[src/rtl/parking_lot_controller_if.sv]
// Sensor inputs and occupancy/strobe outputs of the parking-lot gate controller.
interface parking_lot_controller_if #(
  parameter int unsigned CNT_W = 5
);
  logic             outer;
  logic             inner;
  logic [CNT_W-1:0] count;
  logic             full;
  logic             empty;
  logic             enter;
  logic             exit;
  logic             reject;
  logic             busy;

  modport master (
    output outer, inner,
    input  count, full, empty, enter, exit, reject, busy
  );

  modport slave (
    input  outer, inner,
    output count, full, empty, enter, exit, reject, busy
  );
endinterface

[src/rtl/parking_lot_controller.sv]
// Single-lane gate sequencer: synchronises the photo sensors, follows each car
// through the four-phase beam pattern and keeps a saturating occupancy count.
module parking_lot_controller #(
  parameter int unsigned CAPACITY = 25,
  parameter int unsigned CNT_W    = 5
) (
  input logic                     clk,
  input logic                     reset,
  parking_lot_controller_if.slave bus
);

  typedef enum logic [2:0] {
    IDLE, EN1, EN2, EN3, EX1, EX2, EX3, REJ
  } state_t;

  localparam logic [CNT_W-1:0] CAP = CNT_W'(CAPACITY);

  state_t           r_state;
  state_t           w_state_nxt;
  logic [1:0]       r_sync1;
  logic [1:0]       r_sync2;
  logic [1:0]       w_oi;
  logic [CNT_W-1:0] r_count;
  logic             r_enter;
  logic             r_exit;
  logic             r_reject;
  logic             w_enter_nxt;
  logic             w_exit_nxt;
  logic             w_reject_nxt;
  logic             w_full;
  logic             w_empty;
  logic             w_busy;

  // Two-flop synchroniser per sensor; pair is kept as {outer, inner}.
  always_ff @(posedge clk or posedge reset) begin
    if (reset) begin
      r_sync1 <= '0;
      r_sync2 <= '0;
    end else begin
      r_sync1 <= {bus.outer, bus.inner};
      r_sync2 <= r_sync1;
    end
  end

  assign w_oi    = r_sync2;
  assign w_full  = (r_count == CAP);
  assign w_empty = (r_count == '0);

  always_ff @(posedge clk or posedge reset) begin
    if (reset) begin
      r_state  <= IDLE;
      r_count  <= '0;
      r_enter  <= 1'b0;
      r_exit   <= 1'b0;
      r_reject <= 1'b0;
    end else begin
      r_state  <= w_state_nxt;
      r_enter  <= w_enter_nxt;
      r_exit   <= w_exit_nxt;
      r_reject <= w_reject_nxt;
      if (w_enter_nxt)
        r_count <= r_count + CNT_W'(1);
      else if (w_exit_nxt)
        r_count <= r_count - CNT_W'(1);
    end
  end

  always_comb begin
    w_state_nxt  = r_state;
    w_enter_nxt  = 1'b0;
    w_exit_nxt   = 1'b0;
    w_reject_nxt = 1'b0;
    case (r_state)
      IDLE: begin
        if (w_oi == 2'b10) begin
          if (w_full) begin
            w_state_nxt  = REJ;
            w_reject_nxt = 1'b1;
          end else begin
            w_state_nxt = EN1;
          end
        end else if (w_oi == 2'b01) begin
          if (w_empty) begin
            w_state_nxt  = REJ;
            w_reject_nxt = 1'b1;
          end else begin
            w_state_nxt = EX1;
          end
        end
      end
      EN1: begin
        case (w_oi)
          2'b10:   w_state_nxt = EN1;
          2'b11:   w_state_nxt = EN2;
          default: w_state_nxt = IDLE;
        endcase
      end
      EN2: begin
        case (w_oi)
          2'b11:   w_state_nxt = EN2;
          2'b01:   w_state_nxt = EN3;
          2'b10:   w_state_nxt = EN1;
          default: w_state_nxt = IDLE;
        endcase
      end
      EN3: begin
        case (w_oi)
          2'b01: w_state_nxt = EN3;
          2'b11: w_state_nxt = EN2;
          2'b10: w_state_nxt = IDLE;
          default: begin
            w_state_nxt = IDLE;
            w_enter_nxt = !w_full;
          end
        endcase
      end
      EX1: begin
        case (w_oi)
          2'b01:   w_state_nxt = EX1;
          2'b11:   w_state_nxt = EX2;
          default: w_state_nxt = IDLE;
        endcase
      end
      EX2: begin
        case (w_oi)
          2'b11:   w_state_nxt = EX2;
          2'b10:   w_state_nxt = EX3;
          2'b01:   w_state_nxt = EX1;
          default: w_state_nxt = IDLE;
        endcase
      end
      EX3: begin
        case (w_oi)
          2'b10: w_state_nxt = EX3;
          2'b11: w_state_nxt = EX2;
          2'b01: w_state_nxt = IDLE;
          default: begin
            w_state_nxt = IDLE;
            w_exit_nxt  = !w_empty;
          end
        endcase
      end
      REJ: begin
        if (w_oi == 2'b00)
          w_state_nxt = IDLE;
      end
      default: w_state_nxt = IDLE;
    endcase
  end

  always_comb begin
    w_busy = (r_state != IDLE);
  end

  assign bus.count  = r_count;
  assign bus.full   = w_full;
  assign bus.empty  = w_empty;
  assign bus.enter  = r_enter;
  assign bus.exit   = r_exit;
  assign bus.reject = r_reject;
  assign bus.busy   = w_busy;

endmodule
[src/flat_wrapper.sv]
// flat-port wrapper written by rule: the top's interface ports become plain ports
module parking_lot_controller_flat 
#(
  parameter int unsigned CAPACITY = 25,
  parameter int unsigned CNT_W    = 5
)
  (clk, reset, bus_outer, bus_inner, bus_count, bus_full, bus_empty, bus_enter, bus_exit, bus_reject, bus_busy);
  parking_lot_controller_if #(.CNT_W(CNT_W)) bus_i ();
  input logic clk;
  input logic reset;
  input wire logic [$bits(bus_i.outer)-1:0] bus_outer;
  input wire logic [$bits(bus_i.inner)-1:0] bus_inner;
  output wire logic [$bits(bus_i.count)-1:0] bus_count;
  output wire logic [$bits(bus_i.full)-1:0] bus_full;
  output wire logic [$bits(bus_i.empty)-1:0] bus_empty;
  output wire logic [$bits(bus_i.enter)-1:0] bus_enter;
  output wire logic [$bits(bus_i.exit)-1:0] bus_exit;
  output wire logic [$bits(bus_i.reject)-1:0] bus_reject;
  output wire logic [$bits(bus_i.busy)-1:0] bus_busy;
  assign bus_i.outer = bus_outer;
  assign bus_i.inner = bus_inner;
  assign bus_count = bus_i.count;
  assign bus_full = bus_i.full;
  assign bus_empty = bus_i.empty;
  assign bus_enter = bus_i.enter;
  assign bus_exit = bus_i.exit;
  assign bus_reject = bus_i.reject;
  assign bus_busy = bus_i.busy;
  parking_lot_controller #(.CAPACITY(CAPACITY), .CNT_W(CNT_W)) u_core (.clk(clk), .reset(reset), .bus(bus_i));
endmodule
[config.mk]
export PLATFORM = sky130hd
export DESIGN_NAME = parking_lot_controller_flat
export DESIGN_NICKNAME = d
export VERILOG_FILES = /design/src/rtl/parking_lot_controller_if.sv /design/src/rtl/parking_lot_controller.sv /design/src/flat_wrapper.sv
export SDC_FILE = /design/constraint.sdc
export NUM_CORES = 1
export LEC_CHECK = 0
export ABC_AREA = 1
export CAP_MARGIN = 40
export CELL_PAD_IN_SITES_DETAIL_PLACEMENT = 1
export CELL_PAD_IN_SITES_GLOBAL_PLACEMENT = 2
export CORE_AREA = 2 2 58 60
export DETAILED_ROUTE_END_ITERATION = 6
export DIE_AREA = 0 0 60 62
export MAX_ROUTING_LAYER = met4
export PLACE_DENSITY_LB_ADDON = 0.08
export SYNTH_ARGS = -nofsm -noshare
export SYNTH_HDL_FRONTEND = slang
export SYNTH_SLANG_ARGS = --single-unit
[constraint.sdc]
create_clock -name clk -period 3.2 [get_ports clk]
set_clock_uncertainty 0.2 [all_clocks]
set_input_delay 0.96 -clock clk [delete_from_list [all_inputs] [get_ports clk]]
set_output_delay 0.96 -clock clk [all_outputs]
set_load 0.1 [all_outputs]
==> impl_metrics.py <==
# Generated from Yosys and OpenROAD reports
metrics = {
    "cells_and_area": {
        "ff_count": 15,
        "drive_gt1_share_pct": 14.1,
        "dominant_cells": "combinational gates",
        "inv_count": 21,
        "most-common-layout-cells": "32 x nand2_1, 20 x inv_1, 15 x dfrtp_1",
        "nonClkBufAreaFrac_pct": 9.83,
        "clk_share_pct": 2.40,
        "nClkBuffers": 3,
    },
    "route": {
        "wl_per_cell_um": 12.8,
        "via_count": 846,
        "via_per_inst": 4.50,
        "routed_wl_um": 2420,
    },
    "grt": {
        "gr-total-overflow": 0,
        "grt_util_all_layers_pct": 16.1,
        "antenna_found_initial": 0,
        "grt_pass1_vias": 897,
    },
    "job": {
        "drv_cap": 0,
    },
    "final_timing": {
        "setup_tns_ns": 0,
        "drv_slew": 0,
    },
    "synthesis": {
        "floorplan.nets": 139,
        "ys_types": 18,
    },
    "die": {
        "dieArea_mm2": 0.00372,
        "dieHeight_um": 62,
    },
    "clock_tree": {
        "cts-root-buf": "clkbuf_4",
        "cts.path.max_buffers": 2,
        "cts_resized": 0,
    },
    "place": {
        "dp.cells": 184,
        "place_ws_ns": 0.859,
        "gp_congestion": 0.807,
    },
    "worst_setup_path": {
        "start_kind": "flop",
        "r2r_cells": 13,
    },
    "min_path": {
        "hold_class": "flop to flop",
    },
    "status": {
        "outcome": "completed",
    },
}
-- per-layer routing --
metal / share of wire (%) / vias to the layer above / GRT usage (%)
met4: 0.79 / 0 / 6.67
li1: - / 422 / -
met5: 0 / - / -
met3: 2.0 / 2 / 2.48
met1: 41 / 415 / 17.7
met2: 56 / 7 / 29.0
-- kinds of logic after synthesis --
group,Yosys count,share of synthesized area [%]
AOI/OAI and AO/OA,12,6.78
and+or+nand+nor,63,28.2
DFF,15,39.1
buffers and inverters,22,9.39
adders and majority gates,10,13.8
xor gates and xnor gates,3,2.74
-- Yosys cell counts (all sizes together) --
master | n | area share (%)
a21oi | 5 | 2.6
buf | 1 | 1.2
dfrtp | 15 | 39
fa | 1 | 2.1
ha | 9 | 12
inv | 21 | 8.2
nand2 | 35 | 14
nand3 | 10 | 5.2
nand4 | 3 | 2.0
nor2 | 14 | 5.5
nor3 | 1 | 1.0
o211a | 1 | 1.0
o21ai | 6 | 3.1
xnor2 | 1 | 0.91
xor2 | 2 | 1.8
-- worst max-delay path, stage by stage, from the launching register on --
cell,delay (ns)
dfrtp_1,0.45
nor2_1,0.19
nand3_1,0.18
inv_1,0.09
buf_4,0.28
-- worst paths after layout --
| check | slack, ns | from | end |
|---|---|---|---|
| max in group asynchronous | 1.54 | reset | u_core.r_sync2[0] |
| min | 0.15 | u_core.r_sync1[0] | u_core.r_sync2[0] |
| max | 0.56 | u_core.bus.count[1] | bus_empty |
| min reg2reg | 0.15 | u_core.r_sync1[0] | u_core.r_sync2[0] |
| min in group asynchronous | 0.85 | reset | u_core.r_sync1[0] |
| max reg2reg | 0.89 | u_core.r_sync2[1] | u_core.bus.count[4] |
==> images/drive_strength.png <==
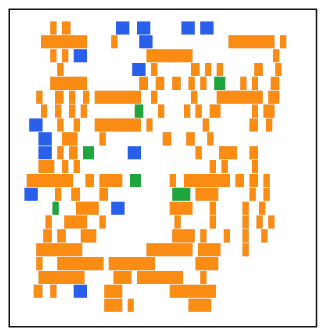
legend:
  orange:
    size: drive 1 or less
    cells: 122
  blue:
    size: drive 3 to 4
    cells: 14
  green:
    size: drive 2
    cells: 6

==> images/met2.png <==
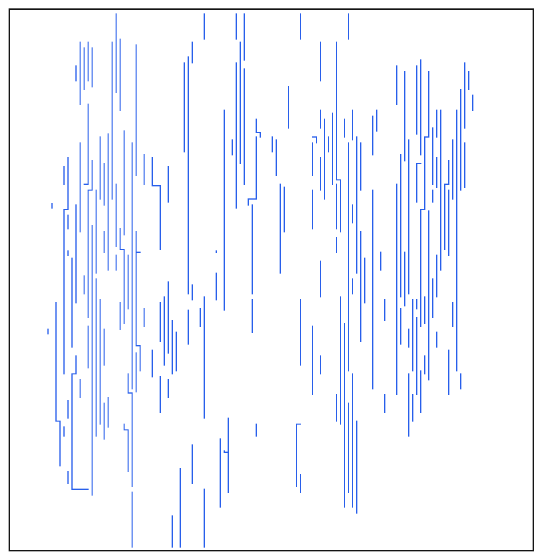
nets with wire on the layer: 133
share of all routed wire: 56%
wire length on this layer: 1360 um
longest straight run: 30.9 um

==> images/met3.png <==
Scale bar: 20 um.
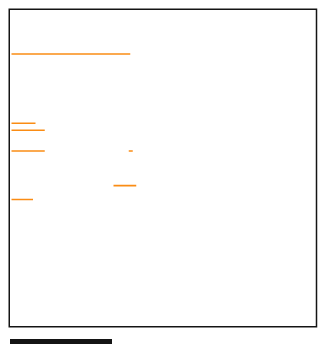
main direction: horizontal
nets with wire on the layer: 6
share of all routed wire: 2.0%

